Fig. 1: run 1, the metal 2 layer
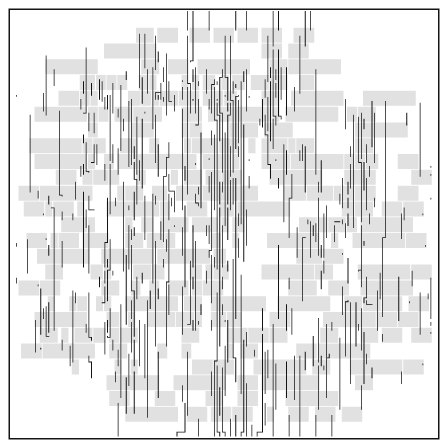
Fig. 2: run 1, register map, names as in the netlist
Other sequential cells in the stronger gray, the rest of the logic in the fainter gray.
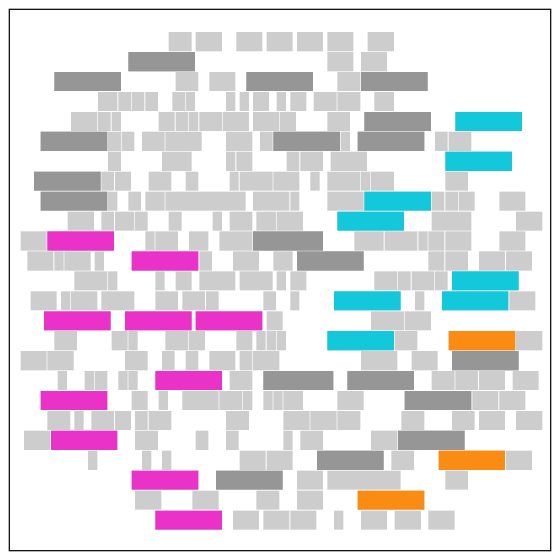
Fig. 3: run 1, track usage over the die
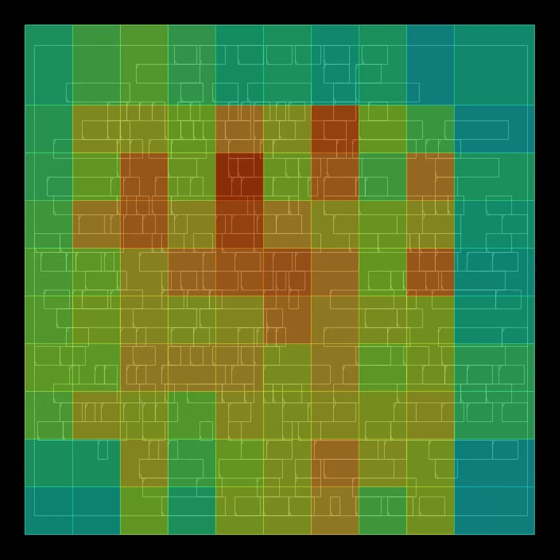
===== src/rtl/vga_timing_gen.sv =====
// VGA raster timing generator: pixel/line counters, registered sync and blanked colour,
// per-frame start pulse and completed-frame counter.
module vga_timing_gen #(
    parameter int unsigned H_VISIBLE = 640,
    parameter int unsigned H_FRONT   = 16,
    parameter int unsigned H_SYNC    = 96,
    parameter int unsigned H_BACK    = 48,
    parameter int unsigned V_VISIBLE = 480,
    parameter int unsigned V_FRONT   = 10,
    parameter int unsigned V_SYNC    = 2,
    parameter int unsigned V_BACK    = 33,
    parameter logic        SYNC_POL  = 1'b0
) (
    input  logic       vga_clk,
    input  logic       reset,
    input  logic       pix_ce,
    input  logic [2:0] rin,
    input  logic [2:0] gin,
    input  logic [2:0] bin,
    output logic [9:0] hcount,
    output logic [9:0] vcount,
    output logic       video_on,
    output logic       hsync,
    output logic       vsync,
    output logic [2:0] rout,
    output logic [2:0] gout,
    output logic [2:0] bout,
    output logic       frame_start,
    output logic [7:0] frame_cnt
);

    localparam int unsigned CNT_W   = 10;
    localparam int unsigned H_TOTAL = H_VISIBLE + H_FRONT + H_SYNC + H_BACK;
    localparam int unsigned V_TOTAL = V_VISIBLE + V_FRONT + V_SYNC + V_BACK;

    localparam logic [CNT_W-1:0] H_LAST     = CNT_W'(H_TOTAL - 1);
    localparam logic [CNT_W-1:0] V_LAST     = CNT_W'(V_TOTAL - 1);
    localparam logic [CNT_W-1:0] H_VIS_END  = CNT_W'(H_VISIBLE);
    localparam logic [CNT_W-1:0] V_VIS_END  = CNT_W'(V_VISIBLE);
    localparam logic [CNT_W-1:0] H_SYNC_BEG = CNT_W'(H_VISIBLE + H_FRONT);
    localparam logic [CNT_W-1:0] H_SYNC_END = CNT_W'(H_VISIBLE + H_FRONT + H_SYNC - 1);
    localparam logic [CNT_W-1:0] V_SYNC_BEG = CNT_W'(V_VISIBLE + V_FRONT);
    localparam logic [CNT_W-1:0] V_SYNC_END = CNT_W'(V_VISIBLE + V_FRONT + V_SYNC - 1);

    logic [CNT_W-1:0] h_cnt, v_cnt;
    logic [CNT_W-1:0] h_cnt_nxt, v_cnt_nxt;
    logic             hsync_nxt, vsync_nxt;
    logic [2:0]       rout_nxt, gout_nxt, bout_nxt;
    logic             frame_start_nxt;
    logic [7:0]       frame_cnt_nxt;
    logic             video_on_c, h_wrap_c, h_act_c, v_act_c;

    assign hcount   = h_cnt;
    assign vcount   = v_cnt;
    assign video_on = video_on_c;

    // Stage-0 decode of the current raster position
    always_comb begin
        video_on_c = (h_cnt < H_VIS_END) && (v_cnt < V_VIS_END);
        h_wrap_c   = (h_cnt >= H_LAST);
        h_act_c    = (h_cnt >= H_SYNC_BEG) && (h_cnt <= H_SYNC_END);
        v_act_c    = (v_cnt >= V_SYNC_BEG) && (v_cnt <= V_SYNC_END);
    end

    // Next-state: everything holds unless a pixel advances; out-of-range counts fold to 0
    always_comb begin
        h_cnt_nxt       = h_cnt;
        v_cnt_nxt       = v_cnt;
        hsync_nxt       = hsync;
        vsync_nxt       = vsync;
        rout_nxt        = rout;
        gout_nxt        = gout;
        bout_nxt        = bout;
        frame_start_nxt = 1'b0;
        frame_cnt_nxt   = frame_cnt;
        if (pix_ce) begin
            h_cnt_nxt = h_wrap_c ? '0 : h_cnt + CNT_W'(1);
            if (h_wrap_c)
                v_cnt_nxt = (v_cnt >= V_LAST) ? '0 : v_cnt + CNT_W'(1);
            else if (v_cnt > V_LAST)
                v_cnt_nxt = '0;
            hsync_nxt       = h_act_c ? SYNC_POL : ~SYNC_POL;
            vsync_nxt       = v_act_c ? SYNC_POL : ~SYNC_POL;
            rout_nxt        = video_on_c ? rin : 3'b000;
            gout_nxt        = video_on_c ? gin : 3'b000;
            bout_nxt        = video_on_c ? bin : 3'b000;
            frame_start_nxt = (h_cnt == '0) && (v_cnt == '0);
            if ((h_cnt == H_LAST) && (v_cnt == V_LAST))
                frame_cnt_nxt = frame_cnt + 8'd1;
        end
    end

    always_ff @(posedge vga_clk or posedge reset) begin
        if (reset) begin
            h_cnt       <= '0;
            v_cnt       <= '0;
            hsync       <= ~SYNC_POL;
            vsync       <= ~SYNC_POL;
            rout        <= 3'b000;
            gout        <= 3'b000;
            bout        <= 3'b000;
            frame_start <= 1'b0;
            frame_cnt   <= 8'd0;
        end else begin
            h_cnt       <= h_cnt_nxt;
            v_cnt       <= v_cnt_nxt;
            hsync       <= hsync_nxt;
            vsync       <= vsync_nxt;
            rout        <= rout_nxt;
            gout        <= gout_nxt;
            bout        <= bout_nxt;
            frame_start <= frame_start_nxt;
            frame_cnt   <= frame_cnt_nxt;
        end
    end

endmodule


===== config.mk =====
export PLATFORM = sky130hd
export DESIGN_NAME = vga_timing_gen
export DESIGN_NICKNAME = d
export VERILOG_FILES = /design/src/rtl/vga_timing_gen.sv
export SDC_FILE = /design/constraint.sdc
export NUM_CORES = 1
export LEC_CHECK = 0
export CORE_UTILIZATION = 40
export DETAILED_ROUTE_END_ITERATION = 6
export GPL_TIMING_DRIVEN = 0
export PLACE_DENSITY = 0.68
export SLEW_MARGIN = 15
export SYNTH_ARGS = -nofsm -noshare
export SYNTH_HDL_FRONTEND = slang
export SYNTH_SLANG_ARGS = --single-unit

===== constraint.sdc =====
create_clock -name vga_clk -period 4 [get_ports vga_clk]
set_input_delay 0.6 -clock vga_clk [delete_from_list [all_inputs] [get_ports vga_clk]]
set_output_delay 0.6 -clock vga_clk [all_outputs]
set_load 0.05 [all_outputs]

==> flow_metrics.tcl, run 1 <==
# implementation run metrics
set metrics [dict create \
    grt_pass1_wl_mm 7.77 \
    simple_gate_area_share_pct 23.6 \
    synth.distinct_cells 43 \
    wl_mm 4.66 \
    cts_root_buf "clkbuf_8" \
    logic_family "simple AND/OR/NAND/NOR gates" \
    most-common-layout-cells "clkdlybuf4s50_1, dfrtp_1, nor2_1, nand3_1, a22o_1" \
    hpwl_mm 3.37 \
    xor_area_share_pct 7.67 \
    drtAntennaViolNets 0 \
    cts-buffers-inserted 5 \
    yosys_warnings 0 \
    max_stage_delay_ns 0.82 \
    worst_pin_slew_ns 0.591 \
    drive_gt1_share_pct 10.8 \
    avgSynthCellArea_um2 10.4 \
    syn_area_um2 2060 \
    path_max_fanout 8 \
    ys_area_um2 2060 \
    compound_area_share_pct 11.1 \
    setup_tns_ns 0 \
    end_kind "primary output" \
    first_iter_violations 49 \
    relSlewSlack_pct 60.5 \
    adder_share_pct 3.04 \
    rows 25 \
    die_x_um 73.7 \
    warnings 28 \
    drc 0 \
    status "completed" \
    viasPerCell 5.29 \
    chip_area_um2 5430 \
    critPathLaunchType "flip-flop" \
    cts_setup_buffers 0 \
    grt_max_degree 22 \
    required_ns 3.40 \
    p_per_area_nw_per_um2 461 \
    htreeDepth 2 \
    fmax_mhz 388 \
    cpMaxStageDelayCell "clkdlybuf4s50_1" \
    cp.arrival_ns 1.98 \
    crit_path_cell_trace "nand4_1 -> nand2_1 -> nor2_1 -> clkdlybuf4s50_1" \
    edf_count 0 \
    diodes 0 \
    clkSinkCount 40 \
    slew_viol_final 0 \
    crit_type "reg -> out" \
    setup_violations 0 \
    ff_type "dfrtp_1" \
    clock_skew_ns 0.00900 \
    final_common_cell "clkdlybuf4s50_1" \
    syn-num-nets 215 \
    post-route-period-util_pct 64.4 \
    vias 1724 \
    ioPinCount 53 \
    die_h_um 73.7 \
    cts_tree "built" \
    ctsHoldBuffers 0 \
    finalHoldViolCount 0 \
    hold_class "reg -> reg" \
    synthArstFlopShare_pct 100 \
    clk_path_buf_depth 2 \
    syn_to_final_growth_pct 36.9 \
    port-buffer-count 52 \
    grt_use_total_pct 18.6 \
    cts_resized 0 \
    clk_latency_ns 0.30 \
    layout.nets 275 \
    grt_setup_unrepaired "false" \
    core_area_um2 4850 \
    mux_area_share_pct 1.52 \
    final.fill_count 437 \
    cap_viol_max_count 0 \
    synth_stat.cells 198 \
    grt_pass1_vias 1651 \
    critical_path.top_delay_family "buffers and inverters" \
    irDropWorstVdd_mv 0.432 \
    fp_util_pct 42.4 \
    numSynthFlops 40 \
    ys_seq_share_pct 48.8 \
    postSynthCellCount 198 \
    grt_overflow 0 \
    antenna_found_initial 0 \
    period_minus_slack_ns 2.58 \
]
## Picture notes: Fig. 1
- longest straight run: 25.7 um
- nets with wire on the layer: 232

## Picture notes: Fig. 2
- orange: gout (placed flops 3)
- cyan: frame_cnt (placed flops 8; where east)
- magenta: hcount (placed flops 10)

## Picture notes: Fig. 3
GR Util met3: 3.43%
post-layout util: 58.0%
drt wl/cell: 14.3 um
GRT met1 Usage: 24.7%

-- run 1: layout make-up --
cell class / count / area [um2] / area share [%]
plain buffers: 9 / 57.6 / 2.05
clock buffers: 7 / 96.3 / 3.42
clock inverters: 1 / 30.0 / 1.07
inverters: 8 / 30.0 / 1.07
multi-input cells: 141 / 965 / 34.3
flip-flops and latches: 40 / 1000 / 35.7
well taps: 67 / 83.8 / 2.98
repair buffers: 53 / 548 / 19.5
-- run 1: layer usage --
| layer | part of all wire, % | GRT usage, % |
|---|---|---|
| met1 | 47 | 24.7 |
| met3 | 4.8 | 3.43 |
| met5 | 0 | 0 |
| met2 | 47 | 30.4 |
| met4 | 1.4 | 6.20 |
-- run 1: flip-flops by register name, summed over array words and instances, names as in the netlist --
signal / cells
hsync: 1
hcount: 10
frame_cnt: 8
frame_start: 1
vsync: 1
bout: 3
rout: 3
vcount: 10
gout: 3
-- run 1: cells by family after synthesis --
kind of cell             Yosys count
AND/OR/NAND/NOR                   87
flip-flops                        40
AND-OR/OR-AND                     28
XOR/XNOR                          18
buffers and inverters             17
adder cells (fa/ha/maj)            5
multiplexers                       3
-- run 1: synth_stat cells, types with 2 or more instances --
master    instances  area share, %
dfrtp_1          38             46
nor2_1           22            4.0
nand3_1          15            3.7
a22o_1           13            5.5
nand2_1          11            2.0
xor2_1           11            4.7
nor3_1            9            2.2
inv_1             8            1.5
nand4_1           7            2.1
xnor2_1           7            3.0
ha_1              5            3.0
and2_1            4            1.2
buf_2             4           0.97
and3_1            3           0.91
buf_4             3            1.1
a221o_1           2           0.97
and4_1            2           0.85
dfstp_2           2            2.6
mux2i_1           2           0.97
nand3b_1          2           0.73
nand4_2           2            1.2
nand4b_1          2           0.85
nor3_2            2           0.97
o211ai_1          2           0.73
o21ai_1           2           0.49
-- run 1: power breakdown --
group | internal, uW | total (uW) | leakage, uW | switching (uW)
registers | 448 | 498 | 0.000524 | 50.1
clock network | 220 | 361 | 0.0000645 | 141
logic | 157 | 439 | 0.000670 | 282
-- run 1: stage by stage --
stage	instances	cell area (um2)	hold WS, ns	power [uW]	worst slack, ns
3_3_place_gp	317	2660	0.454	939	1.49
5_1_grt	326	2810	0.506	1370	1.29
3_5_place_dp	318	2690	0.460	947	1.44
4_1_cts	326	2810	0.472	1310	1.41
2_1_floorplan	198	2060	0.590	802	1.74
6_report	326	2810	0.468	1300	1.42
-- run 1: final timing paths --
| check | startpoint | depth (start not counted) | endpoint | slack [ns] |
|---|---|---|---|---|
| setup / recovery | vcount[6]$_DFFE_PP0P_ | 4 | video_on | 1.42 |
| hold / removal | frame_cnt[7]$_DFFE_PP0P_ | 1 | frame_cnt[7]$_DFFE_PP0P_ | 0.47 |
| setup reg to reg | vcount[0]$_DFFE_PP0P_ | 7 | vcount[5]$_DFFE_PP0P_ | 1.86 |
| hold reg to reg | frame_cnt[7]$_DFFE_PP0P_ | 1 | frame_cnt[7]$_DFFE_PP0P_ | 0.47 |
| max in group asynchronous | reset | 3 | vsync$_DFFE_PP1P_ | 2.82 |
| min in group asynchronous | reset | 2 | rout[0]$_DFFE_PP0P_ | 0.64 |
--- run 2 (diff from run 1) ---
clock period = 2.5 ns   (was 4 ns; I/O delays follow)
Fig. 4: run 2, the metal 2 layer
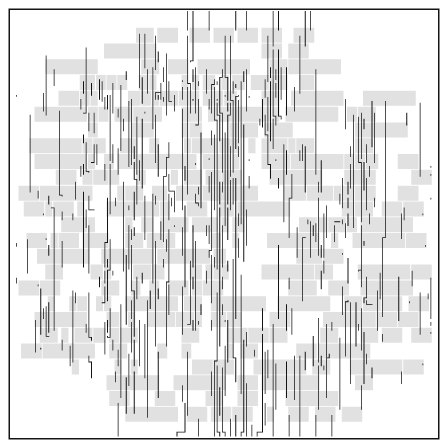
- main direction: vertical
- nets with wire on the layer: 232
- longest straight run: 25.7 um
- share of all routed wire: 47%

==> flow_metrics.tcl, run 2 <==
# implementation run metrics
set metrics [dict create \
    yosysTopAreaCellShare_pct 46.3 \
    antenna_found_initial 0 \
    cts_root_buf "clkbuf_8" \
    postSynthCellCount 198 \
    htreeDepth 2 \
    cts_tree "built" \
    numSynthFlops 40 \
    wl_mm 4.66 \
    period_minus_slack_ns 2.35 \
    synth.distinct_cells 43 \
    area_leaders "dfrtp_1, a22o_1, xor2_1" \
    synth_top_cell_by_count "dfrtp_1" \
    irDropWorstVdd_mv 0.692 \
    wl_per_cell_um 14.3 \
    fmax_mhz 425 \
    syn_area_um2 2060 \
    required_ns 2.12 \
    drc 0 \
    dp.cells 318 \
    rrSetupSlack_ns 0.36 \
    status "completed" \
    vias 1724 \
    ctsHoldBuffers 0 \
    syn-num-nets 215 \
    top_area_cell "dfrtp_1" \
    ys_seq_share_pct 48.8 \
    port-buffer-count 52 \
    chip_area_um2 5430 \
    grt_max_degree 22 \
    die_h_um 73.7 \
    fp_util_pct 42.4 \
    slew_viol_final 0 \
    rows 25 \
    cap_viol_max_count 0 \
    grt_pass1_wl_mm 7.77 \
    hold_class "in -> async" \
    avgSynthCellArea_um2 10.4 \
    diodes 0 \
    cts-buffers-inserted 5 \
    warnings 28 \
    finalHoldViolCount 0 \
    grt_overflow 0 \
    p_per_area_nw_per_um2 738 \
    end_kind "primary output" \
    cts_setup_buffers 0 \
    setup_tns_ns 0 \
    worst_pin_slew_ns 0.591 \
    path_max_fanout 8 \
    grt_use_total_pct 18.6 \
    most-common-layout-cells "clkdlybuf4s50_1, dfrtp_1, nor2_1, nand3_1, a22o_1" \
    relSlewSlack_pct 60.5 \
    ioPinCount 53 \
    yosys_warnings 0 \
    drtAntennaViolNets 0 \
    hpwl_mm 3.37 \
    gp_congestion 0.814 \
    rr_worst_depth 7 \
    drive_gt1_share_pct 10.8 \
    final_common_cell "clkdlybuf4s50_1" \
    cp.arrival_ns 1.98 \
    instances_no_fill 326 \
    layout.nets 275 \
    rr_endpoint "vcount[5]$_DFFE_PP0P_" \
    clk_path_buf_depth 2 \
    ys_area_um2 2060 \
    synth_stat.cells 198 \
    r2r-start "vcount[0]$_DFFE_PP0P_" \
    core_area_um2 4850 \
    synthArstFlopShare_pct 100 \
    crit_type "reg -> out" \
    syn_to_final_growth_pct 36.9 \
    clk_latency_ns 0.30 \
    grt_setup_unrepaired "false" \
    die_x_um 73.7 \
    cts_resized 0 \
    ff_type "dfrtp_1" \
    edf_count 0 \
    first_iter_violations 49 \
    viasPerCell 5.29 \
    clock_skew_ns 0.00900 \
    grt_pass1_vias 1651 \
    post-route-period-util_pct 94.1 \
    critPathLaunchType "flip-flop" \
    synthTopCellsByCount "dfrtp_1, nor2_1, nand3_1, a22o_1" \
    clkSinkCount 40 \
]
Fig. 5: run 2, M3 wires
The bar under the picture is 20 um long.
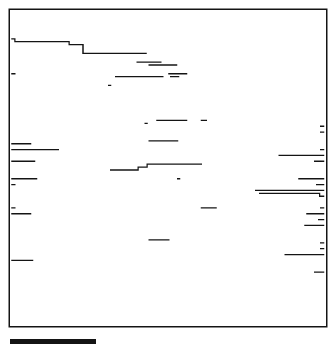
- share of all routed wire: 4.8%
- main direction: horizontal
- nets with wire on the layer: 35

run 2: critical path: stages, from the launching register on:
cell,delay [ns]
dfrtp_1,0.47
nand4_1,0.20
nand2_1,0.09
nor2_1,0.09
clkdlybuf4s50_1,0.82
run 2: routing by layer:
layer	vias to the layer above	routed length (um)	global-route usage (%)
li1	831	-	-
met1	835	2180	24.7
met2	49	2190	30.4
met3	9	223	3.43
met4	0	65	6.20
met5	-	0	0
run 2: report_power, final:
group	switching [uW]	internal, uW	total [uW]
Clock	225	352	578
Combinational	451	251	702
Sequential	80.2	716	796
run 2: stage by stage:
step | instance area, um2 | power, uW | util, % | setup slack [ns] | hold WS (ns)
floorplan | 2060 | 1280 | - | 0.236 | 0.504
global placement | 2660 | 1500 | 54.9 | 0.214 | 0.454
detailed placement | 2690 | 1510 | 55.4 | 0.164 | 0.460
CTS | 2810 | 2100 | 58.0 | 0.134 | 0.432
global route | 2810 | 2180 | 58.0 | 0.0162 | 0.448
finish | 2810 | 2080 | 58.0 | 0.148 | 0.412
run 2: cell families after synthesis:
group	share of synthesized area (%)
AND-OR/OR-AND	11.1
XOR/XNOR	7.67
adder cells (fa/ha/maj)	3.04
buffers and inverters	4.26
flip-flops	48.8
multiplexers	1.52
AND/OR/NAND/NOR	23.6
run 2: final cells by class:
class | instances | area (um2)
sequential | 40 | 1000
multi-input combinational | 141 | 965
timing repair buffer | 53 | 548
clock buffer | 7 | 96.3
fill | 437 | 2030
clock inverter | 1 | 30.0
inverter | 8 | 30.0
buffer | 9 | 57.6
tap | 67 | 83.8
run 2: worst max path at each step:
stage / from / endpoint / slack [ns] / depth (start not counted)
global route: hcount[8]$_DFFE_PP0P_ / video_on / 0.02 / 5
floorplan: vcount[0]$_DFFE_PP0P_ / vcount[5]$_DFFE_PP0P_ / 0.24 / 7
CTS: hcount[8]$_DFFE_PP0P_ / video_on / 0.13 / 5
global placement: pix_ce / frame_cnt[1]$_DFFE_PP0P_ / 0.21 / 6
detailed placement: pix_ce / frame_cnt[1]$_DFFE_PP0P_ / 0.16 / 6
finish: vcount[6]$_DFFE_PP0P_ / video_on / 0.15 / 4
--- run 3 (diff from run 2) ---
GPL_ROUTABILITY_DRIVEN = 1   (was default)
Fig. 6: run 3, M3 wires
The bar under the picture is 20 um long.
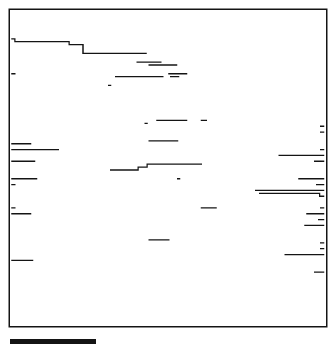
- share of all routed wire: 4.8%
- main direction: horizontal
- wire length on this layer: 223 um
routed vias: 1724
Final Routed Wirelength: 4.66 mm

Fig. 7: run 3, the metal 2 layer
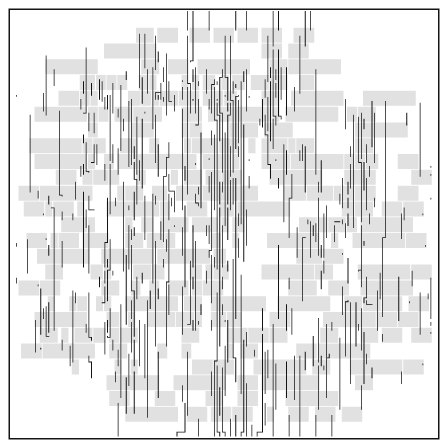
- nets with wire on the layer: 232
- main direction: vertical
- longest straight run: 25.7 um
- share of all routed wire: 47%

==> flow_metrics.tcl, run 3 <==
# implementation run metrics
set metrics [dict create \
    cts_setup_buffers 0 \
    ctsHoldBuffers 0 \
    chip_area_um2 5430 \
    p_per_area_nw_per_um2 738 \
    yosysTopAreaCellShare_pct 46.3 \
    post-route-period-util_pct 94.1 \
    final_util_pct 58.0 \
    grt_use_total_pct 18.6 \
    clkSinkCount 40 \
    synthTopCellsByCount "dfrtp_1, nor2_1, nand3_1, a22o_1" \
    postSynthCellCount 198 \
    cap_viol_max_count 0 \
    final_common_cell "clkdlybuf4s50_1" \
    end_kind "primary output" \
    flop_area_um2 1000 \
    setup_tns_ns 0 \
    fp_util_pct 42.4 \
    drive_gt1_share_pct 10.8 \
    synthArstFlopShare_pct 100 \
    ioPinCount 53 \
    hpwl_mm 3.37 \
    core_area_um2 4850 \
    status "completed" \
    rr_endpoint "vcount[5]$_DFFE_PP0P_" \
    crit_type "reg -> out" \
    path_max_fanout 8 \
    first_iter_violations 49 \
    clk_latency_ns 0.30 \
    ff_type "dfrtp_1" \
    ys_area_um2 2060 \
    die_x_um 73.7 \
    synth_top_cell_by_count "dfrtp_1" \
    rows 25 \
    top_area_cell "dfrtp_1" \
    cts_resized 0 \
    final.fill_count 437 \
    grt_pass1_vias 1651 \
    numSynthFlops 40 \
    r2r-start "vcount[0]$_DFFE_PP0P_" \
    viasPerCell 5.29 \
    syn_to_final_growth_pct 36.9 \
    syn_area_um2 2060 \
    grt_max_degree 22 \
    required_ns 2.12 \
    worst_pin_slew_ns 0.591 \
    cts_root_buf "clkbuf_8" \
    cts-buffers-inserted 5 \
    syn-num-nets 215 \
    rr_worst_depth 7 \
    clock_skew_ns 0.00900 \
    grt_setup_unrepaired "false" \
    grt_overflow 0 \
    diodes 0 \
    port-buffer-count 52 \
    die_h_um 73.7 \
    rrSetupSlack_ns 0.36 \
    avgSynthCellArea_um2 10.4 \
    logic_area_um2 965 \
    synth_stat.cells 198 \
    most-common-layout-cells "clkdlybuf4s50_1, dfrtp_1, nor2_1, nand3_1, a22o_1" \
    drtAntennaViolNets 0 \
    endpoint "video_on" \
    wl_per_cell_um 14.3 \
    htreeDepth 2 \
    area_leaders "dfrtp_1, a22o_1, xor2_1" \
]
## run 3: cell counts after synthesis
Identical to the previous run, type by type.
## run 3: cell type report
cell class,count,area share [%]
buffer,9,2.05
clock buffer,7,3.42
clock inverter,1,1.07
inverter,8,1.07
multi-input combinational,141,34.3
sequential,40,35.7
tap,67,2.98
timing repair buffer,53,19.5
## run 3: critical path: stages (launching register included)
cell and delay [ns]:
dfrtp_1 0.47, nand4_1 0.20, nand2_1 0.09, nor2_1 0.09, clkdlybuf4s50_1 0.82
## run 3: through the flow
stage	power, uW	hold slack (ns)	worst slack [ns]	instances	area (um2)
finish	2080	0.412	0.148	326	2810
global route	2180	0.448	0.0162	326	2810
CTS	2100	0.432	0.134	326	2810
detailed placement	1510	0.460	0.164	318	2690
global placement	1500	0.454	0.214	317	2660
floorplan	1280	0.504	0.236	198	2060
## run 3: metal layers
metal / up-vias / GRT usage (%) / wire (um)
met5: - / 0 / 0
met4: 0 / 6.20 / 65
met3: 9 / 3.43 / 223
met2: 49 / 30.4 / 2190
met1: 835 / 24.7 / 2180
li1: 831 / - / -
## run 3: power by group
part	switching, uW	total [uW]	internal (uW)
logic	451	702	251
clock network	225	578	352
registers	80.2	796	716
## run 3: how the worst min path moves through the flow
stage	to	slack, ns	from	cells past startpoint
2_1_floorplan	bout[0]$_DFFE_PP0P_	0.50	bin[0]	1
3_5_place_dp	frame_cnt[7]$_DFFE_PP0P_	0.46	frame_cnt[7]$_DFFE_PP0P_	1
4_1_cts	gout[1]$_DFFE_PP0P_	0.43	reset	2
5_1_grt	rout[0]$_DFFE_PP0P_	0.45	reset	2
6_report	rout[0]$_DFFE_PP0P_	0.41	reset	2
3_3_place_gp	frame_cnt[7]$_DFFE_PP0P_	0.45	frame_cnt[7]$_DFFE_PP0P_	1
## run 3: logic make-up after synthesis
logic type / Yosys count / share of synthesized area [%]
DFF: 40 / 48.8
muxes: 3 / 1.52
xor gates and xnor gates: 18 / 7.67
and+or+nand+nor: 87 / 23.6
adders and majority gates: 5 / 3.04
buffers and inverters: 17 / 4.26
AOI/OAI and AO/OA: 28 / 11.1
No activity file was given, so power comes from the tool's default toggle rates.
